==> src/rtl/adc_pkg.sv <==
// Shared definitions for the ramp/comparator conversion chain: default widths,
// sequencer state encoding and a helper to pull one pixel code out of a flat bus.
package adc_pkg;

  localparam int NUM_PIXELS_DEF = 5;
  localparam int CODE_W_DEF     = 8;
  localparam int CODE_W_MAX     = 16;
  localparam int FLAT_W_MAX     = 512;

  typedef enum logic [1:0] {
    IDLE = 2'd0,
    RAMP = 2'd1,
    HOLD = 2'd2,
    DONE = 2'd3
  } rcg_state_t;

  // Extract pixel idx from a flat code bus, pixel i at bits [i*code_w +: code_w].
  function automatic logic [CODE_W_MAX-1:0] pixel_code(
    input logic [FLAT_W_MAX-1:0] flat,
    input int unsigned           idx,
    input int unsigned           code_w
  );
    logic [FLAT_W_MAX-1:0] shifted;
    logic [CODE_W_MAX-1:0] mask;
    shifted = flat >> (idx * code_w);
    mask    = (CODE_W_MAX'(1) << code_w) - CODE_W_MAX'(1);
    return shifted[CODE_W_MAX-1:0] & mask;
  endfunction

endpackage

==> src/rtl/ramp_counter.sv <==
// Saturating ramp counter: clears on clr, advances on en, sticks at full scale.
module ramp_counter #(
  parameter int CODE_W = 8
) (
  input  logic              clk,
  input  logic              reset,
  input  logic              clr,
  input  logic              en,
  output logic [CODE_W-1:0] count,
  output logic              at_max
);

  assign at_max = (count == {CODE_W{1'b1}});

  // Ramp value register; clear has priority over advance.
  always_ff @(posedge clk) begin
    if (reset) begin
      count <= '0;
    end else if (clr) begin
      count <= '0;
    end else if (en && !at_max) begin
      count <= count + CODE_W'(1);
    end else begin
      count <= count;
    end
  end

endmodule

==> src/rtl/ramp_comp_gen.sv <==
// Single-slope ramp sequencer with an emulated comparator bank: one monotone
// comp edge per pixel per sweep, then a short hold and a one-cycle done pulse.
module ramp_comp_gen
  import adc_pkg::*;
#(
  parameter int NUM_PIXELS  = NUM_PIXELS_DEF,
  parameter int CODE_W      = CODE_W_DEF,
  parameter int HOLD_CYCLES = 2
) (
  input  logic                         clk,
  input  logic                         reset,
  input  logic                         start,
  input  logic                         abort,
  input  logic [NUM_PIXELS*CODE_W-1:0] code_flat,
  output logic [NUM_PIXELS-1:0]        comp,
  output logic [CODE_W-1:0]            ramp_code,
  output logic                         busy,
  output logic                         done
);

  localparam int HOLD_W = $clog2(HOLD_CYCLES + 1);
  localparam logic [HOLD_W-1:0] HOLD_LAST = HOLD_W'(HOLD_CYCLES - 1);

  rcg_state_t state, state_next;

  logic [NUM_PIXELS-1:0][CODE_W-1:0] code_q, code_next;
  logic [HOLD_W-1:0]                 hold_cnt, hold_cnt_next;
  logic [CODE_W-1:0]                 ramp_next;
  logic [NUM_PIXELS-1:0]             comp_next;
  logic                              cnt_clr, cnt_en, at_max, capture, active_next;

  ramp_counter #(.CODE_W(CODE_W)) u_ramp_counter (
    .clk    (clk),
    .reset  (reset),
    .clr    (cnt_clr),
    .en     (cnt_en),
    .count  (ramp_code),
    .at_max (at_max)
  );

  // Sequencer next state, counter control and the ramp value the flops will hold next.
  always_comb begin
    state_next    = state;
    capture       = 1'b0;
    cnt_clr       = 1'b0;
    cnt_en        = 1'b0;
    ramp_next     = ramp_code;
    hold_cnt_next = hold_cnt;
    if (abort) begin
      state_next    = IDLE;
      cnt_clr       = 1'b1;
      ramp_next     = '0;
      hold_cnt_next = '0;
    end else begin
      case (state)
        IDLE: begin
          cnt_clr       = 1'b1;
          ramp_next     = '0;
          hold_cnt_next = '0;
          if (start) begin
            state_next = RAMP;
            capture    = 1'b1;
          end else begin
            state_next = IDLE;
          end
        end
        RAMP: begin
          if (at_max) begin
            state_next    = HOLD;
            hold_cnt_next = '0;
          end else begin
            cnt_en    = 1'b1;
            ramp_next = ramp_code + CODE_W'(1);
          end
        end
        HOLD: begin
          if (hold_cnt == HOLD_LAST) begin
            state_next = DONE;
            cnt_clr    = 1'b1;
            ramp_next  = '0;
          end else begin
            hold_cnt_next = hold_cnt + HOLD_W'(1);
          end
        end
        DONE: begin
          state_next = IDLE;
          cnt_clr    = 1'b1;
          ramp_next  = '0;
        end
        default: begin
          state_next = IDLE;
          cnt_clr    = 1'b1;
          ramp_next  = '0;
        end
      endcase
    end
  end

  // Compare against the next ramp value so comp comes straight from flops, aligned with ramp_code.
  always_comb begin
    code_next   = code_q;
    comp_next   = '0;
    active_next = (state_next == RAMP) || (state_next == HOLD);
    for (int i = 0; i < NUM_PIXELS; i++) begin
      code_next[i] = capture ? CODE_W'(pixel_code(FLAT_W_MAX'(code_flat), i, CODE_W))
                             : code_q[i];
      comp_next[i] = active_next ? (ramp_next >= code_next[i]) : 1'b0;
    end
  end

  // State, captured codes, hold counter and registered outputs.
  always_ff @(posedge clk) begin
    if (reset) begin
      state    <= IDLE;
      code_q   <= '0;
      hold_cnt <= '0;
      comp     <= '0;
      busy     <= 1'b0;
      done     <= 1'b0;
    end else begin
      state    <= state_next;
      code_q   <= code_next;
      hold_cnt <= hold_cnt_next;
      comp     <= comp_next;
      busy     <= active_next;
      done     <= (state_next == DONE);
    end
  end

endmodule
==> config.mk <==
export PLATFORM = sky130hd
export DESIGN_NAME = ramp_comp_gen
export DESIGN_NICKNAME = d
export VERILOG_FILES = /design/src/rtl/adc_pkg.sv /design/src/rtl/ramp_counter.sv /design/src/rtl/ramp_comp_gen.sv
export SDC_FILE = /design/constraint.sdc
export NUM_CORES = 1
export LEC_CHECK = 0
export CAP_MARGIN = 15
export CORE_AREA = 5 5 122 124
export CTS_CLUSTER_DIAMETER = 200
export CTS_CLUSTER_SIZE = 25
export DETAILED_ROUTE_END_ITERATION = 12
export DIE_AREA = 0 0 127 129
export GPL_ROUTABILITY_DRIVEN = 0
export PLACE_DENSITY = 0.46
export SLEW_MARGIN = 40
export SYNTH_ARGS = -nofsm -noshare
export SYNTH_HDL_FRONTEND = slang
export SYNTH_SLANG_ARGS = --single-unit
export TNS_END_PERCENT = 20
==> constraint.sdc <==
create_clock -name clk -period 3.8 [get_ports clk]
set_clock_uncertainty 0.1 [all_clocks]
set_input_delay 0.95 -clock clk [delete_from_list [all_inputs] [get_ports clk]]
set_output_delay 0.95 -clock clk [all_outputs]
set_load 0.005 [all_outputs]
==> flow_summary_export.csv <==
group,metric,value,unit
sta,max_slew_margin,55.5,%
clock_network,clk_path_buf_depth,2,
layout,layout-drive-gt1-share,12.2,%
logic_synthesis,ys_ff,59,
critical_path,reg2reg_from,"u_ramp_counter.count[0]",
die,die_x,127,µm
die,initCoreUtil,24.5,%
logic_synthesis,ys_chip_area,3350,µm²
layout,sh_comb_area,46.0,%
clock_network,numCtsBuffers,9,
critical_path,cp-startpoint,"u_ramp_counter.count[0]",
layout,diodes,0,
sta,holdWs,0.400,ns
clock_network,htree_levels,3,
die,chipArea,16400,µm²
critical_path,end_kind,"register",
critical_path,cp.required,3.90,ns
logic_synthesis,synth_nets,431,
power,powerDensity,358,nW/µm²
layout,largest_class,"combinational gates",
sta,post-route-min-period,3.38,ns
logic_synthesis,avgSynthCellArea,9.59,µm²
drt,drt_pre_antenna_iters,4,
critical_path,crit_buf_inv,0,
layout,fillerInstances,1450,
die,die_h,129,µm
power,p_switching,0.000382,W
critical_path,slowest_delay,0.62,ns
layout,buf_share,15.3,%
layout,final.clkbuf_count,10,
sta,hold_viol_final,0,
drt,drtIter0Drc,96,
drt,viasPerCell,4.53,
critical_path,critPathLaunchType,"register",
critical_path,critPathArrivalTime,3.48,ns
sta,rsz0062_at_grt,"no",
sta,final_max_slew_viol_count,0,
sta,tns,0,ns
worst_hold_path,hp-start,"code_q[9]",
logic_synthesis,synth_cells,349,
die,tapCellCount,180,
logic_synthesis,yosys.stat.seqShare,35.3,%
layout,numSequentialCells,59,
layout,logic_area,2040,µm²
power,p_comb_share,13.0,%
die,io_pins,59,
sta,worst_pin_slew,0.667,ns
power,p_leak,1.81,nW
layout,signal_buffers,71,
logic_synthesis,yosys_warnings,0,
critical_path,critical_path_class,"register to register",
outcome,status,"finished, final reports clean",
global_route,grt_first_pass_wirelength,14.2,mm
place,dp_hpwl,6.68,mm
clock_network,cts_hold_buf,0,
layout,fin_nets,497,
worst_hold_path,hp-class,"register to register",
layout,area_growth_syn_to_layout,32.3,%
layout,comb_cells,264,
sta,clock.fmax,296,MHz
global_route,grt_max_degree,30,
==> flip-flops by register name, summed over array words and instances (netlist names) <==
| register | flops |
|---|---|
| code_q | 40 |
| u_ramp_counter.count | 8 |
| comp | 5 |
| hold_cnt | 2 |
| state | 2 |
| busy | 1 |
| done | 1 |
==> worst reg2reg max path, delay by kind of cell, from the launching register on <==
family / cells / cell delay [ns]
AND-OR/OR-AND: 4 / 1.06
AND/OR/NAND/NOR: 3 / 0.88
adder cells (fa/ha/maj): 2 / 0.59
flip-flops: 1 / 0.45
multiplexers: 1 / 0.18
==> power groups by stage <==
stage,combinational (W),clock [W],sequential (W)
final,0.000206,0.000730,0.000649
after global routing,0.000229,0.000780,0.000651
after detailed placement,0.000209,0,0.000662
after global placement,0.000207,0,0.000662
after CTS,0.000210,0.000757,0.000649
after floorplan,0.000123,0,0.000661
==> cell usage in the layout (no fill, tap or decap), types with 5 or more instances in the layout <==
master | synthesis | final
dfxtp_1 | 59 | 59
clkdlybuf4s50_1 | 0 | 58
nor2_1 | 42 | 42
ha_1 | 38 | 38
mux2i_1 | 30 | 30
a21oi_1 | 17 | 17
nor2b_1 | 16 | 16
nor3_1 | 16 | 16
buf_4 | 4 | 13
mux2_2 | 10 | 10
inv_1 | 9 | 9
clkbuf_16 | 0 | 9
nand2b_1 | 7 | 7
nand2_1 | 7 | 7
nor4_1 | 7 | 7
o21ai_0 | 5 | 5
and2_1 | 5 | 5
o211ai_1 | 5 | 5
==> stage by stage <==
step	area (µm²)	total power (W)	worst slack [ns]	cells
global route	4430	0.00166	0.146	599
finish	4430	0.00158	0.420	599
CTS	4430	0.00162	0.379	599
floorplan	3350	0.000784	0.864	349
global placement	4160	0.000869	0.223	584
detailed placement	4160	0.000871	0.210	584
==> synth_stat cells (7+ instances only) <==
cell	count	area share [%]
ha_1	38	14
nand2b_1	7	1.3
inv_1	9	1.0
mux2i_1	30	9.0
mux2_2	10	3.4
nor2b_1	16	3.0
dfxtp_1	59	35
nor3_1	16	2.4
nand2_1	7	0.79
nor4_1	7	1.3
nor2_1	42	4.7
a21oi_1	17	2.5
==> per-layer routing <==
metal / up-vias / share of wire (%)
met5: - / 0
met4: 0 / 0.72
li1: 1402 / -
met1: 1240 / 50
met2: 60 / 44
met3: 9 / 4.9
==> worst paths after layout <==
path          endpoint  slack, ns  cells after the start
max reg2reg    comp[2]       0.42                     10
min reg2reg  code_q[9]       0.40                      2
max            comp[2]       0.42                     10
min          code_q[9]       0.40                      2
==> cell families (layout without fill, tap and decap cells) <==
group / count (synthesis) / after routing / share of synthesized area, %
fa+ha+maj: 38 / 38 / 14.2
xor+xnor: 5 / 5 / 1.31
flops: 59 / 59 / 35.3
buf+inv: 26 / 96 / 3.89
compound gates: 55 / 55 / 12.0
simple gates: 123 / 123 / 19.7
mux: 43 / 43 / 13.7
**Power grid**

(4 px per µm) Pins as bars on the die edge. Tap cells in grey.
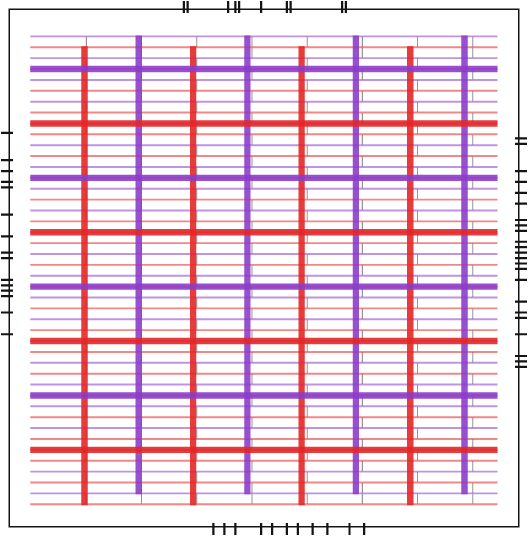
purple -> VDD
red -> VSS
met5 straps = 8
rows = 43
signal pins = 59
met4 straps = 8
tap cells = 180

**Placed cells, one colour a class**

(4 px per µm) Fill, decap, tap and diode cells in grey.
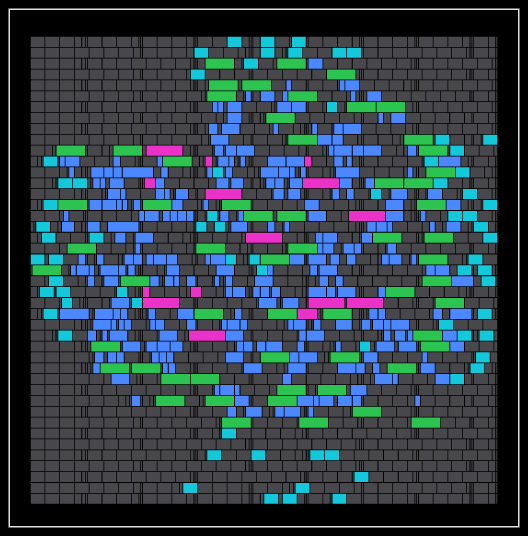
green -> registers  # cells 59, share of their area 28%
blue -> remaining logic cells  # cells 274, share of their area 49%
magenta -> clock drivers and dummy loads  # cells 15, share of their area 6.4%
cyan -> remaining buffers and delay cells  # cells 71, share of their area 16%
Core Area: 13700 µm²
Seq area share: 26.7%
Core Util, Final: 32.4%
fin area: 4430 µm²

**Clock distribution**

(3 px per µm)
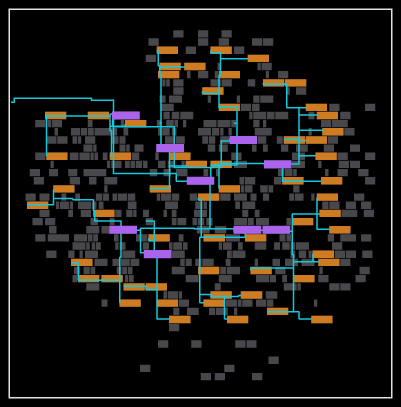
purple -> clock-net drivers  # count 9
cyan -> clock wires  # length 906 µm
orange -> flip-flops  # count 59
routed clock nets = 10
part of the power in the clock network: 46.1%
clock network power: 0.000730 W
worst skew pair latency: 0.32 ns

**Metal layers overlaid**

(4 px per µm)
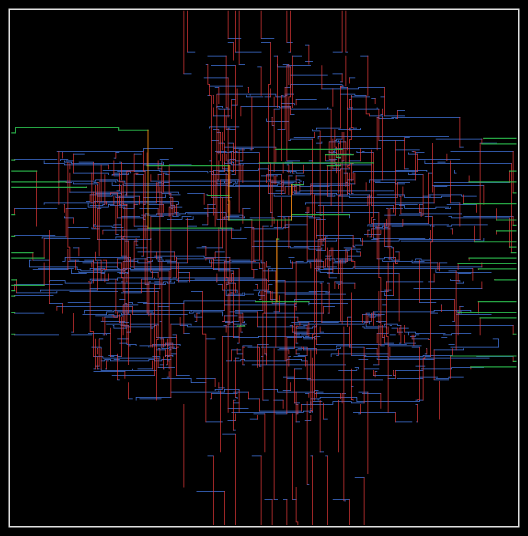
blue -> M1  # wire length 4310 µm
red -> M2  # wire length 3840 µm
orange -> M4  # wire length 62.6 µm
green -> M3  # wire length 425 µm
gr usage total: 11.0%
detailed-route via count: 2711
mean routed wirelength per cell: 14.4 µm
total routed wirelength: 8.64 mm

**Routing congestion map**

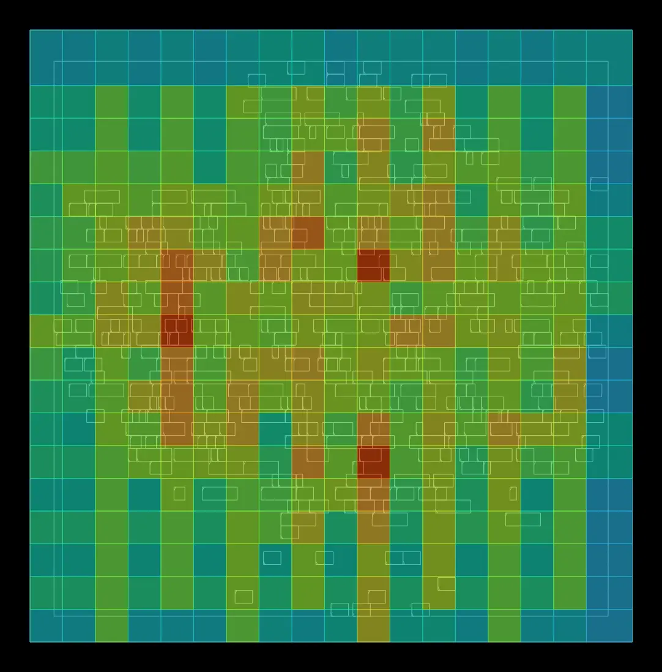
M3 GR Usage: 3.69%
GR met1 Demand/Resource: 14.8%

Power figures rest on the tool's default switching activity, not on a simulated workload.
